run_1/m3.png
Scale bar: 20 um.
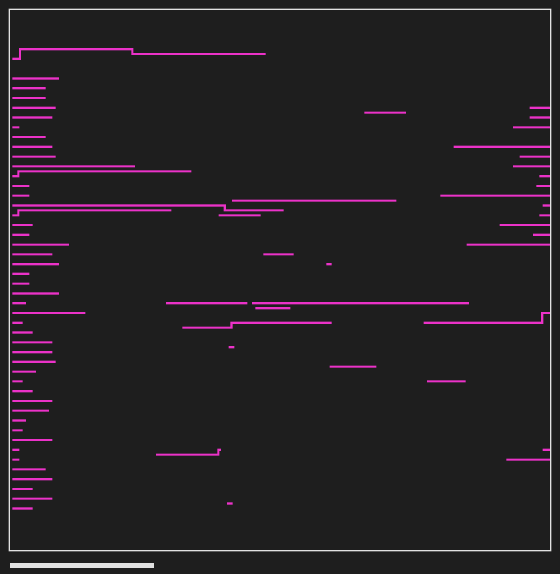
run_1/clock_nets.png
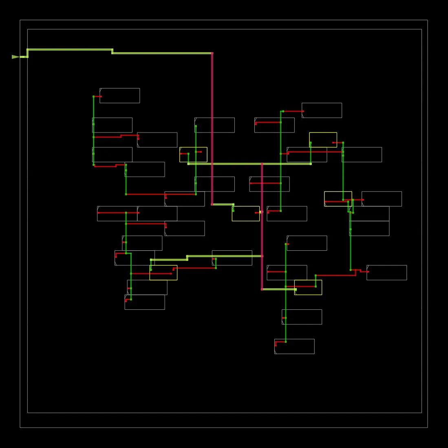
run_1/m1.png
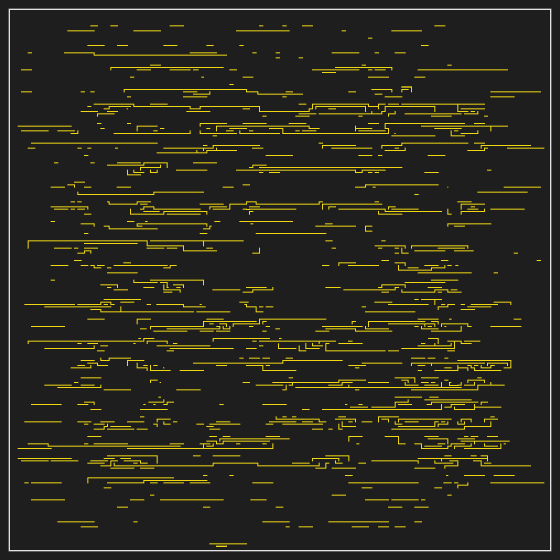
[config.mk]
export PLATFORM = sky130hd
export DESIGN_NAME = bus_generator_arbiter
export DESIGN_NICKNAME = d
export VERILOG_FILES = /design/src/rtl/bus_generator_arbiter.sv
export SDC_FILE = /design/constraint.sdc
export NUM_CORES = 1
export LEC_CHECK = 0
export ABC_AREA = 1
export CORE_UTILIZATION = 38
export DETAILED_ROUTE_END_ITERATION = 6
export HOLD_SLACK_MARGIN = 0.05
export PLACE_DENSITY_LB_ADDON = 0.05
export SLEW_MARGIN = 10
export SYNTH_ARGS = -nofsm -noshare
export SYNTH_HDL_FRONTEND = slang
export SYNTH_SLANG_ARGS = --single-unit
[constraint.sdc]
create_clock -name clk -period 3.86 [get_ports clk]
set_input_delay 0.772 -clock clk [delete_from_list [all_inputs] [get_ports clk]]
set_output_delay 0.772 -clock clk [all_outputs]
set_load 0.01 [all_outputs]
[src/rtl/bus_generator_arbiter.sv]
// Per-bus round-robin arbiter: pops one pending device FIFO head and pushes the packet to its destination(s).
// Optional feature macro BUS_BROADCAST_EN: when defined, the broadcast ID reaches every device except the source.
module bus_generator_arbiter #(
  parameter int          bits      = 1,
  parameter int          drvrs     = 4,
  parameter int          pckg_sz   = 16,
  parameter logic [7:0]  broadcast = 8'hFF
) (
  input  logic                                        clk,
  input  logic                                        reset,
  input  logic [bits-1:0][drvrs-1:0]                  pndng,
  input  logic [bits-1:0][drvrs-1:0][pckg_sz-1:0]     D_pop,
  output logic [bits-1:0][drvrs-1:0]                  pop,
  output logic [bits-1:0][drvrs-1:0]                  push,
  output logic [bits-1:0][drvrs-1:0][pckg_sz-1:0]     D_push
);

  localparam int IW = (drvrs > 1) ? $clog2(drvrs) : 1;

`ifdef BUS_BROADCAST_EN
  localparam bit BCAST_EN = 1'b1;
`else
  localparam bit BCAST_EN = 1'b0;
`endif

  typedef enum logic [1:0] {
    IDLE,
    POP,
    PUSH
  } state_t;

  for (genvar b = 0; b < bits; b++) begin : g_bus
    state_t              state_q, state_d;
    logic [IW-1:0]       grant_q, grant_d;
    logic [IW-1:0]       last_q, last_d;
    logic [drvrs-1:0]    pop_q, pop_d;
    logic [drvrs-1:0]    push_q, push_d;
    logic [pckg_sz-1:0]  d_push_q, d_push_d;
    logic [pckg_sz-1:0]  head;
    logic [7:0]          dest;
    logic                is_bcast;
    int                  idx;

    assign head     = D_pop[b][grant_q];
    assign dest     = head[pckg_sz-1 -: 8];
    assign is_bcast = (dest == broadcast);

    // NOTE: every signal written here gets a default first, so no path can leave a latch behind.
    always_comb begin
      state_d  = state_q;
      grant_d  = grant_q;
      last_d   = last_q;
      pop_d    = '0;
      push_d   = '0;
      d_push_d = d_push_q;
      idx      = 0;
      unique case (state_q)
        IDLE: begin
          if (|pndng[b]) begin
            // Scan downward in offset so the smallest offset after last_q is the last writer.
            for (int k = drvrs; k >= 1; k--) begin
              idx = (int'(last_q) + k) % drvrs;
              if (pndng[b][idx]) grant_d = IW'(idx);
            end
            for (int d = 0; d < drvrs; d++) pop_d[d] = (int'(grant_d) == d);
            state_d = POP;
          end
        end
        POP: begin
          last_d   = grant_q;
          d_push_d = head;
          for (int d = 0; d < drvrs; d++) begin
            if (int'(dest) < drvrs)          push_d[d] = (int'(dest) == d);
            else if (BCAST_EN && is_bcast)   push_d[d] = (int'(grant_q) != d);
          end
          state_d = PUSH;
        end
        PUSH:    state_d = IDLE;
        default: state_d = IDLE;
      endcase
    end

    // NOTE: sequential state uses non-blocking assignments so every flop samples pre-edge values.
    always_ff @(posedge clk) begin
      if (reset) begin
        state_q  <= IDLE;
        grant_q  <= IW'(drvrs - 1);
        last_q   <= IW'(drvrs - 1);
        pop_q    <= '0;
        push_q   <= '0;
        d_push_q <= '0;
      end else begin
        state_q  <= state_d;
        grant_q  <= grant_d;
        last_q   <= last_d;
        pop_q    <= pop_d;
        push_q   <= push_d;
        d_push_q <= d_push_d;
      end
    end

    assign pop[b]    = pop_q;
    assign push[b]   = push_q;
    assign D_push[b] = {drvrs{d_push_q}};
  end

endmodule

==> run summary, run 1 <==
run metrics: Critical Path, Cell by Cell clkdlybuf4s50_1, clk buf depth 2, reg2reg path depth 8, synthesized area 0.00203 mm2, clock-pin slew on the worst setup and hold paths 60 ps, placed cell area 0.00311 mm2, Tot Pwr 1.19 mW, Slew @ Worst Pin 880 ps, slowest CP cell clkdlybuf4s50_1, switching fraction of total power 34.9%, Reg area 601 um2, Place WS 1710 ps, Gate power share 46.9%, DRC errors left 0, ANT cells 0, Peak VDD IR 0.000178 V, post-synthesis cell type count 24, slew margin rel. 41.3%, most frequent cells after synthesis nor2_1, buf_4, nand2_1, o21ai_0, dfxtp_1, Synth async-reset ratio 0%, part of the cycle the worst path needs 52.7%, Setup CP Type flip-flop to output port, largest class buffers, hold slack 590 ps, Startpoint Class flip-flop, share of cells above drive strength 1 4.51%, largest net degree at the start of global routing 35, Hold Buf Count CTS 0, Die ar. 0.00565 mm2, final non-filler cell total 469, vias in the first global route 2005, largest power group combinational logic, status complete, no violations, Syn Nets 383, nets@finish 470, Top reg by flops g_bus.d_push_q, post-route ant nets 0, FILL cells 535, global-route wire length before repair 8970 um, initial antenna violation count 0, Synth Area per Inst 6.50 um2, CTS HTree Levels 2, number of buffers created by CTS 5, setup bufs post-CTS 0, Combinational Power 0.560 mW, number of ordinary inverters in the final layout 24, buffering overhead 44.5%, commonest cells after routing, fill and taps aside clkdlybuf4s50_1, nor2_1, nand2_1, o21ai_0, dfxtp_1, switching pwr 0.417 mW, drt first pass iters 5
About m3.png:
The longest straight run is 29.9 um. 72 nets have wire on it.

About clock_nets.png:
Clock Latency Late Sink: 280 ps
Seq cells: 30
clock buffers: 6
clock skew: 2.18 ps

About m1.png:
The layer carries 2260 um of wire. The longest straight run is 23.0 um. 394 nets have wire on it. The wires run mostly horizontal. The layer holds 40% of the routed length.

==> run 1: cell families after synthesis <==
kind of cell	count (synthesis)	share of synthesized area (%)
buffers and inverters	86	25.8
AOI/OAI and AO/OA	79	21.6
DFF	30	29.5
and+or+nand+nor	118	23.1
==> run 1: worst paths after layout <==
check	start	slack [ps]	to
setup / recovery	g_bus[0].d_push_q[7]	1830	D_push[39]
setup reg to reg	g_bus[0].state_q[0]	1850	push[1]
hold / removal	g_bus[0].last_q[1]	590	g_bus[0].last_q[1]
hold reg to reg	g_bus[0].last_q[1]	590	g_bus[0].last_q[1]
==> run 1: metal layers <==
metal	part of all wire, %	GRT usage (%)
met1	40	24.1
met2	50	37.2
met5	0	0
met3	9.2	7.36
met4	1.3	5.97
run_1/route_heat.png
Scale bar: 20 um. The die is cut into 15 by 15 equal tiles; dark blue is low, red is high, scaled to the fullest tile. Values are wire area over tile area, all layers added.
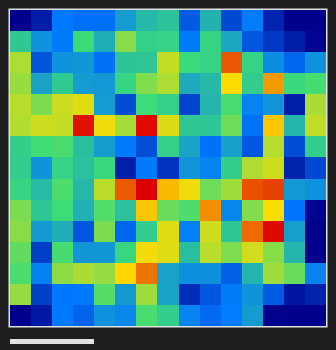

==> run 1 -> run 2 <==
- CORE_UTILIZATION: 38 -> 32
- clock period: 3.86 -> 1.8 ns (I/O delays scaled with it)
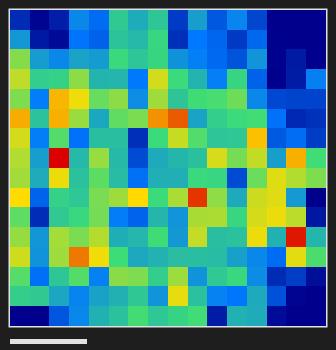
run_2/route_heat.png
Scale bar: 20 um. The die is cut into 16 by 16 equal tiles; dark blue is low, red is high, scaled to the fullest tile. Values are wire area over tile area, all layers added.
The mean over all tiles is 0.14. The emptiest ninth of the die: upper right. 31% of the tiles are over half the peak. The fullest tile reaches 0.35. 6.6% of the tiles are nearly empty.
drt total wl: 5900 um
routed length per instance: 12.3 um
DR vias: 2202
GRT Util Overall: 17.9%

==> run summary, run 2 <==
run metrics: clock-pin slew on the worst setup and hold paths 60 ps (about the same), Top reg by flops g_bus.d_push_q (unchanged), Die ar. 0.00668 mm2 (was 0.00565 mm2), Compound-Gate Fraction of Synth Area 21.6% (unchanged), setup bufs post-CTS 0 (unchanged), Startpoint Class flip-flop (unchanged), top comb family, area buffers and inverters (unchanged), part of the cycle the worst path needs 90.1%, Peak VDD IR 0.000460 V (was 0.000178 V), post-synthesis cell type count 24 (unchanged), clock buffers 6 (unchanged), switching pwr 0.920 mW (was 0.417 mW), Hold Buf Count CTS 0 (unchanged), share of cells above drive strength 1 6.16% (was 4.51%), Clock Latency Late Sink 280 ps (about the same), Reg area 601 um2 (unchanged), clk buf depth 2 (unchanged), Gate power share 42.7% (was 46.9%), mux frac, synth 0% (unchanged), CTS HTree Levels 2 (unchanged), slew margin rel. 76.2% (was 41.3%), number of ordinary inverters in the final layout 24 (unchanged), DRC errors left 0 (unchanged), Place WS 62.7 ps (was 1710 ps), Setup CP Type flip-flop to output port (unchanged), Combinational Power 1.24 mW (was 0.560 mW), placed cell area 0.00315 mm2 (was 0.00311 mm2), synthesized area 0.00203 mm2 (unchanged), vias in the first global route 2001 (was 2005), slowest CP cell clkdlybuf4s50_1 (unchanged), most frequent cells after synthesis nor2_1, buf_4, nand2_1, o21ai_0, dfxtp_1 (unchanged), number of buffers created by CTS 5 (unchanged), clock skew 6.79 ps (was 2.18 ps), global-route wire length before repair 9140 um (was 8970 um), final non-filler cell total 481 (was 469), status complete, no violations (unchanged), xor/xnor share 0% (unchanged), Seq cells 30 (unchanged), post-route ant nets 0 (unchanged), FILL cells 599 (was 535), Tot Pwr 2.90 mW (was 1.19 mW), switching fraction of total power 31.7% (was 34.9%), commonest cells after routing, fill and taps aside clkdlybuf4s50_1, nor2_1, nand2_1, o21ai_0, dfxtp_1 (unchanged), largest net degree at the start of global routing 24 (was 35), FA/HA/MAJ Cells, Area Fraction 0% (unchanged), ANT cells 0 (unchanged), nets@finish 475 (was 470)
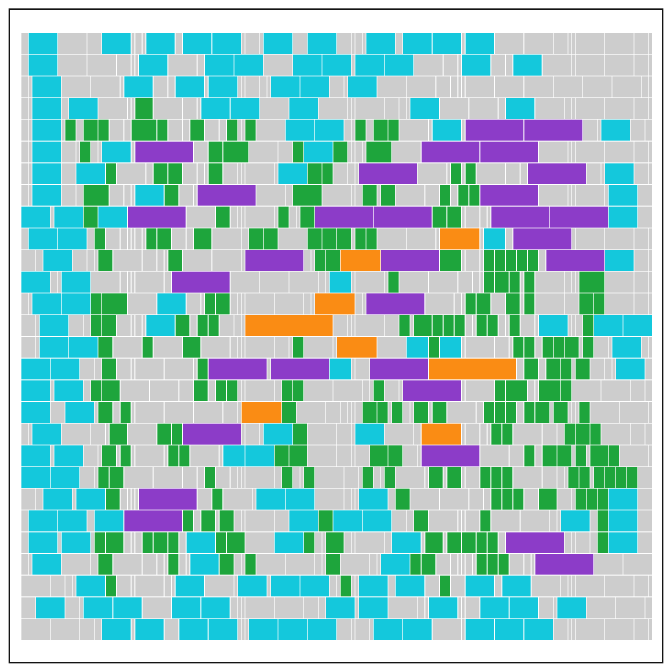
run_2/class_map.png
Fill, decap, tap and diode cells in gray.
Key: cyan = remaining buffers and delay cells [cells 147]; green = remaining logic cells [cells 221]; orange = clock drivers and dummy loads [cells 8]; purple = registers [cells 30]
sequential fraction of total cell area: 18.2%
core area: 0.00603 mm2
final instance area: 0.00329 mm2
Finished Core Util: 54.7%

run 2: cell families (layout without fill, tap and decap cells):
group	Yosys count	count (layout)
AND-OR/OR-AND	79	79
buffers and inverters	86	179
flip-flops	30	30
AND/OR/NAND/NOR	118	118
run 2: path summary, 6_finish.rpt:
kind	start	endpoint	cells past startpoint	slack, ps
setup reg to reg	g_bus[0].grant_q[0]	g_bus[0].grant_q[0]	9	290
setup / recovery	g_bus[0].d_push_q[2]	D_push[50]	1	180
hold reg to reg	g_bus[0].last_q[1]	g_bus[0].last_q[1]	2	590
hold / removal	g_bus[0].last_q[1]	g_bus[0].last_q[1]	2	590
run 2: layer usage:
layer	global-route usage, %	vias up	routed length, um
met2	33.3	68	3000
met3	4.22	2	397
li1	-	1151	-
met4	3.68	0	25
met5	0	-	0
met1	20.7	981	2470
Power figures rest on the tool's default switching activity, not on a simulated workload.
